File: src/rtl/hazard_ctrl.sv
// Pipeline hazard/stall controller: load-use bubbles, taken-branch flushes,
// data-memory wait freezes with a watchdog. Optional perf counters: PIPE_PERF_CNT_EN.
module hazard_ctrl #(
  parameter int unsigned WAIT_MAX = 16
) (
  input  logic        clk_i,
  input  logic        rst_i,
  input  logic [4:0]  ID_RSaddr_i,
  input  logic [4:0]  ID_RTaddr_i,
  input  logic        ID_usesRS_i,
  input  logic        ID_usesRT_i,
  input  logic        EX_MemRead_i,
  input  logic [4:0]  EX_RDaddr_i,
  input  logic        EX_BranchTaken_i,
  input  logic        MEM_req_i,
  input  logic        MEM_ack_i,
  output logic        PC_Write_o,
  output logic        IF_ID_Write_o,
  output logic        IF_ID_Flush_o,
  output logic        ID_EX_Write_o,
  output logic        ID_EX_Bubble_o,
  output logic        EX_MEM_Write_o,
  output logic        MEM_WB_Bubble_o,
  output logic        halt_o,
  output logic [31:0] stall_cnt_o,
  output logic [31:0] flush_cnt_o
);

  typedef enum logic [1:0] {
    RUN      = 2'd0,
    MEM_WAIT = 2'd1,
    HALT     = 2'd2
  } state_t;

  localparam logic [7:0] WCNT_LAST = 8'(WAIT_MAX - 1);

  state_t     state_q, state_d;
  logic [7:0] wcnt_q, wcnt_d;
  logic       load_use;
  logic       freeze;
  logic       resolve;

  assign load_use = EX_MemRead_i && (EX_RDaddr_i != 5'd0) &&
                    ((ID_usesRS_i && (ID_RSaddr_i == EX_RDaddr_i)) ||
                     (ID_usesRT_i && (ID_RTaddr_i == EX_RDaddr_i)));

  assign halt_o = (state_q == HALT);

  always_ff @(posedge clk_i) begin
    if (rst_i) begin
      state_q <= RUN;
      wcnt_q  <= 8'd0;
    end else begin
      state_q <= state_d;
      wcnt_q  <= wcnt_d;
    end
  end

  always_comb begin
    state_d         = state_q;
    wcnt_d          = wcnt_q;
    freeze          = 1'b0;
    resolve         = 1'b0;
    PC_Write_o      = 1'b1;
    IF_ID_Write_o   = 1'b1;
    IF_ID_Flush_o   = 1'b0;
    ID_EX_Write_o   = 1'b1;
    ID_EX_Bubble_o  = 1'b0;
    EX_MEM_Write_o  = 1'b1;
    MEM_WB_Bubble_o = 1'b0;

    case (state_q)
      RUN: begin
        if (MEM_req_i && !MEM_ack_i) begin
          freeze  = 1'b1;
          state_d = MEM_WAIT;
          wcnt_d  = 8'd1;
        end else begin
          resolve = 1'b1;
        end
      end
      MEM_WAIT: begin
        if (!MEM_ack_i) begin
          freeze = 1'b1;
          if (wcnt_q == WCNT_LAST) state_d = HALT;
          else                     wcnt_d  = wcnt_q + 8'd1;
        end else begin
          // Release cycle: the held EX/ID instructions are re-examined now.
          resolve = 1'b1;
          state_d = RUN;
          wcnt_d  = 8'd0;
        end
      end
      HALT: begin
        PC_Write_o     = 1'b0;
        IF_ID_Write_o  = 1'b0;
        ID_EX_Write_o  = 1'b0;
        EX_MEM_Write_o = 1'b0;
      end
      default: state_d = RUN;
    endcase

    if (freeze) begin
      PC_Write_o      = 1'b0;
      IF_ID_Write_o   = 1'b0;
      ID_EX_Write_o   = 1'b0;
      EX_MEM_Write_o  = 1'b0;
      MEM_WB_Bubble_o = 1'b1;
    end else if (resolve && EX_BranchTaken_i) begin
      IF_ID_Flush_o  = 1'b1;
      ID_EX_Bubble_o = 1'b1;
    end else if (resolve && load_use) begin
      PC_Write_o     = 1'b0;
      IF_ID_Write_o  = 1'b0;
      ID_EX_Bubble_o = 1'b1;
    end

    // Reset loads NOPs everywhere regardless of state.
    if (rst_i) begin
      PC_Write_o      = 1'b1;
      IF_ID_Write_o   = 1'b1;
      IF_ID_Flush_o   = 1'b1;
      ID_EX_Write_o   = 1'b1;
      ID_EX_Bubble_o  = 1'b1;
      EX_MEM_Write_o  = 1'b1;
      MEM_WB_Bubble_o = 1'b1;
    end
  end

`ifdef PIPE_PERF_CNT_EN
  logic [31:0] stall_cnt_q, flush_cnt_q;
  logic        branch_fire;

  // Flush is only raised by a taken branch outside reset.
  assign branch_fire = IF_ID_Flush_o && !rst_i;

  always_ff @(posedge clk_i) begin
    if (rst_i) begin
      stall_cnt_q <= 32'd0;
      flush_cnt_q <= 32'd0;
    end else begin
      if (!PC_Write_o && (stall_cnt_q != 32'hFFFF_FFFF))
        stall_cnt_q <= stall_cnt_q + 32'd1;
      if (branch_fire && (flush_cnt_q != 32'hFFFF_FFFF))
        flush_cnt_q <= flush_cnt_q + 32'd1;
    end
  end

  assign stall_cnt_o = stall_cnt_q;
  assign flush_cnt_o = flush_cnt_q;
`else
  assign stall_cnt_o = 32'd0;
  assign flush_cnt_o = 32'd0;
`endif

endmodule

File: config.mk
export PLATFORM = sky130hd
export DESIGN_NAME = hazard_ctrl
export DESIGN_NICKNAME = d
export VERILOG_FILES = /design/src/rtl/hazard_ctrl.sv
export SDC_FILE = /design/constraint.sdc
export NUM_CORES = 1
export LEC_CHECK = 0
export CORE_MARGIN = 4
export CORE_UTILIZATION = 38
export CTS_BUF_LIST = sky130_fd_sc_hd__clkbuf_2 sky130_fd_sc_hd__clkbuf_4 sky130_fd_sc_hd__clkbuf_8
export CTS_CLUSTER_SIZE = 40
export DETAILED_ROUTE_END_ITERATION = 8
export PLACE_DENSITY = 0.89
export SYNTH_ARGS = -nofsm -noshare
export SYNTH_HDL_FRONTEND = slang
export SYNTH_SLANG_ARGS = --single-unit
File: constraint.sdc
create_clock -name clk_i -period 4.2 [get_ports clk_i]
set_input_delay 0.42 -clock clk_i [delete_from_list [all_inputs] [get_ports clk_i]]
set_output_delay 0.42 -clock clk_i [all_outputs]
set_load 0.01 [all_outputs]
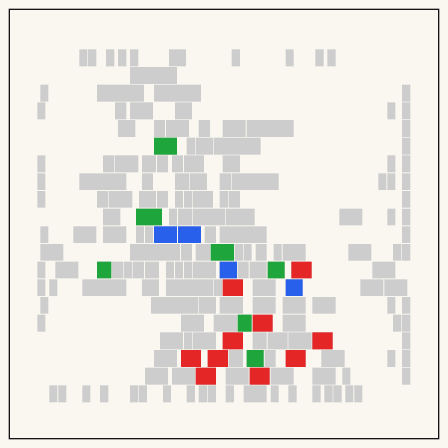
logic_types.png
[XOR/XNOR gates] red | cells: 10 | where: bottom center
[AND and OR gates] green | cells: 7
[AND-OR and OR-AND gates] blue | cells: 4 | where: center

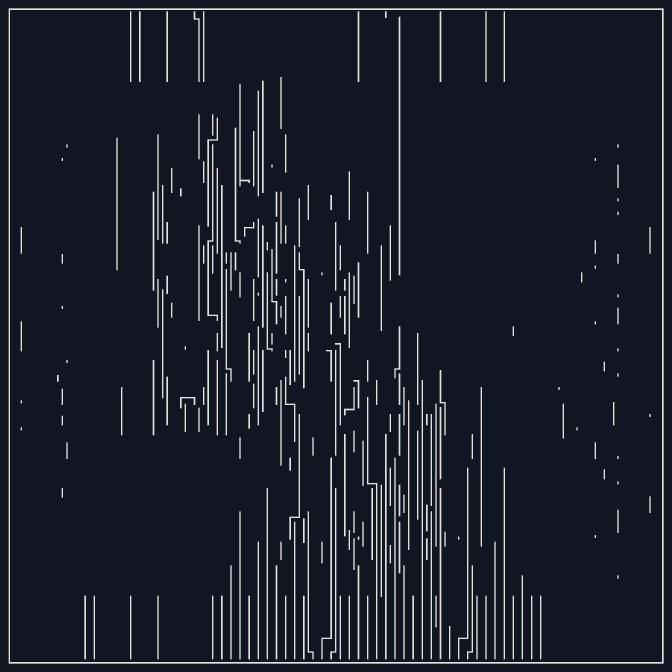
layer_met2.png
longest straight run: 28.1 um
share of all routed wire: 51%
main direction: vertical
nets with wire on the layer: 181
wire length on this layer: 1320 um
met2 Use GR: 19.5%
via count: 972

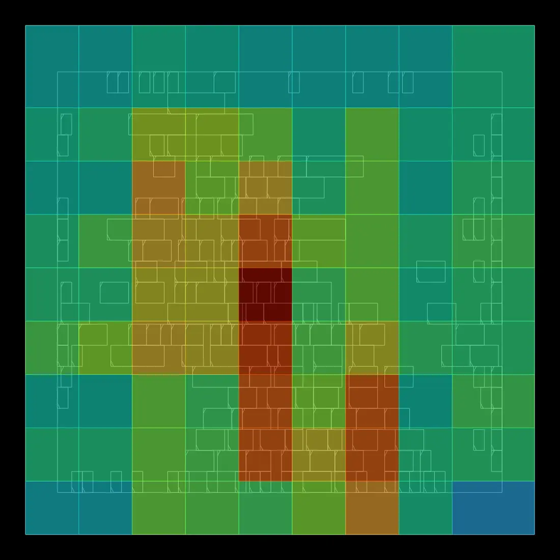
congestion.png
post-layout util: 44.5%
GR met1 Demand/Resource: 12.6%

==> impl_metrics.env <==
# yosys + openroad results
export IMPL_buf_share_pct=21.6
export IMPL_numSynthFlops=10
export IMPL_cts_tree="yes"
export IMPL_wl_um=2580
export IMPL_finalClockSkew_ns=0.00202
export IMPL_status="completed"
export IMPL_fillers=323
export IMPL_fp_utilization_pct=40.6
export IMPL_core_sq_mm=0.00313
export IMPL_nNonClkBuffers=30
export IMPL_min_delay_path_depth=2
export IMPL_async_flop_share_pct=0
export IMPL_power_density_mw_per_mm2=201
export IMPL_root_buffer="clkbuf_4"
export IMPL_slew_viol_final=0
export IMPL_nFlopsAndLatches=10
export IMPL_leakage_nw=0.604
export IMPL_cts_resized=0
export IMPL_hold_viol=0
export IMPL_antennaDiodeCount=0
export IMPL_cp_end_kind="output pin"
export IMPL_worst_path_buf_inv=2
export IMPL_clk_latency_ns=0.27
export IMPL_grt_max_degree=13
export IMPL_syn_inst=160
export IMPL_ys_seq_share_pct=15.7
export IMPL_p_comb_share_pct=32.6
export IMPL_grt_use_total_pct=11.1
export IMPL_drc=0
export IMPL_ys_area_sq_mm=0.00127
export IMPL_die_w_um=65.8
export IMPL_p_seq_share_pct=35.4
export IMPL_layout_top_cells="conb_1 (64), clkdlybuf4s50_1 (30), dfxtp_1 (10)"
export IMPL_drtAntennaViolNets=0
export IMPL_wl_per_cell_um=11.1
export IMPL_crit_slowest_cell="clkdlybuf4s50_1"
export IMPL_drtPass1Iterations=4
export IMPL_io_pins=95
export IMPL_drt_iter0_drc=44
export IMPL_grt_overflow=0
export IMPL_top_cells_by_area="buf_4 (39%), dfxtp_1 (16%), xor2_1 (5.5%)"
export IMPL_endpoint="PC_Write_o"
export IMPL_clk_share_pct=2.61
export IMPL_edf_count=0
export IMPL_met2_length_um=1320
export IMPL_reg2reg_depth=4
export IMPL_critPathMaxFanout=3
export IMPL_worst_slew_pin_slew_ns=1.01
export IMPL_slowest_delay_ns=0.54
export IMPL_num_rows=20
export IMPL_chipHeight_um=65.8
export IMPL_synth_distinct_cells=37
export IMPL_comb_share_pct=56.7
export IMPL_dr_max_layer_used="met4"
export IMPL_seq_area_sq_um=200
export IMPL_worstPathRequired_ns=3.78
export IMPL_wl_met1_um=962
export IMPL_finalCriticalPeriod_ns=2.88
export IMPL_seq_share_pct=14.4
export IMPL_hp_class="reg2reg"
export IMPL_num_nonclk_inverters=3
export IMPL_dp_hpwl_um=2140
export IMPL_max_slew_margin_pct=31.8
export IMPL_logic_gate_count=141
export IMPL_worstPathCellList="clkdlybuf4s50_1, or4_1, o21ai_0, or4_1, o21a_1, clkdlybuf4s50_1"
export IMPL_finalSetupTns_ns=0
export IMPL_yosysTopAreaCell="buf_4"
export IMPL_gp_congestion=0.821
-- state kept, by name, indices dropped and copies added (netlist names) --
signal / count
wcnt_q: 8
state_q: 2
-- metrics by stage --
stage | instances | instance area, sq um | setup slack (ns) | utilization (%)
2_1_floorplan | 223 | 1510 | 2.21 | -
3_3_place_gp | 228 | 1360 | 1.32 | 43.4
3_5_place_dp | 228 | 1360 | 1.32 | 43.4
4_1_cts | 232 | 1390 | 1.31 | 44.5
5_1_grt | 232 | 1390 | 1.15 | 44.5
6_report | 232 | 1390 | 1.32 | 44.5
-- power by group through the flow --
stage | registers [mW] | logic [mW] | clock network (mW)
floorplan | 0.0998 | 0.0986 | 0
global placement | 0.101 | 0.0873 | 0
detailed placement | 0.101 | 0.0887 | 0
CTS | 0.0989 | 0.0892 | 0.0912
global route | 0.0994 | 0.100 | 0.0969
finish | 0.0990 | 0.0911 | 0.0895
-- cells by family (layout without fill, tap and decap cells) --
family	Yosys count	count (layout)	share of synthesized area (%)
AOI/OAI and AO/OA	19	19	9.84
xor gates and xnor gates	10	10	6.89
adders and majority gates	1	1	0.984
buffers and inverters	72	37	40.7
DFF	10	10	15.7
muxes	5	5	3.94
other	1	64	0.295
and+or+nand+nor	42	42	21.6
-- cell usage after synthesis, types with 2 or more instances --
library cell / number
nand2_1: 6
xnor2_1: 2
nor4_1: 3
o21a_1: 2
o211a_1: 2
a21oi_1: 3
o21ai_0: 5
xor2_1: 8
or4_1: 2
dfxtp_1: 10
a31oi_1: 2
clkbuf_1: 3
inv_1: 3
buf_4: 66
nor2_1: 6
nor3_1: 2
mux2i_1: 5
nand3_1: 7
nand3b_1: 5
-- worst min-delay path: stages, from the launching register on --
cell	delay, ns
dfxtp_1	0.32
nand3_1	0.06
mux2i_1	0.06
Power and IR drop assume default switching activity.
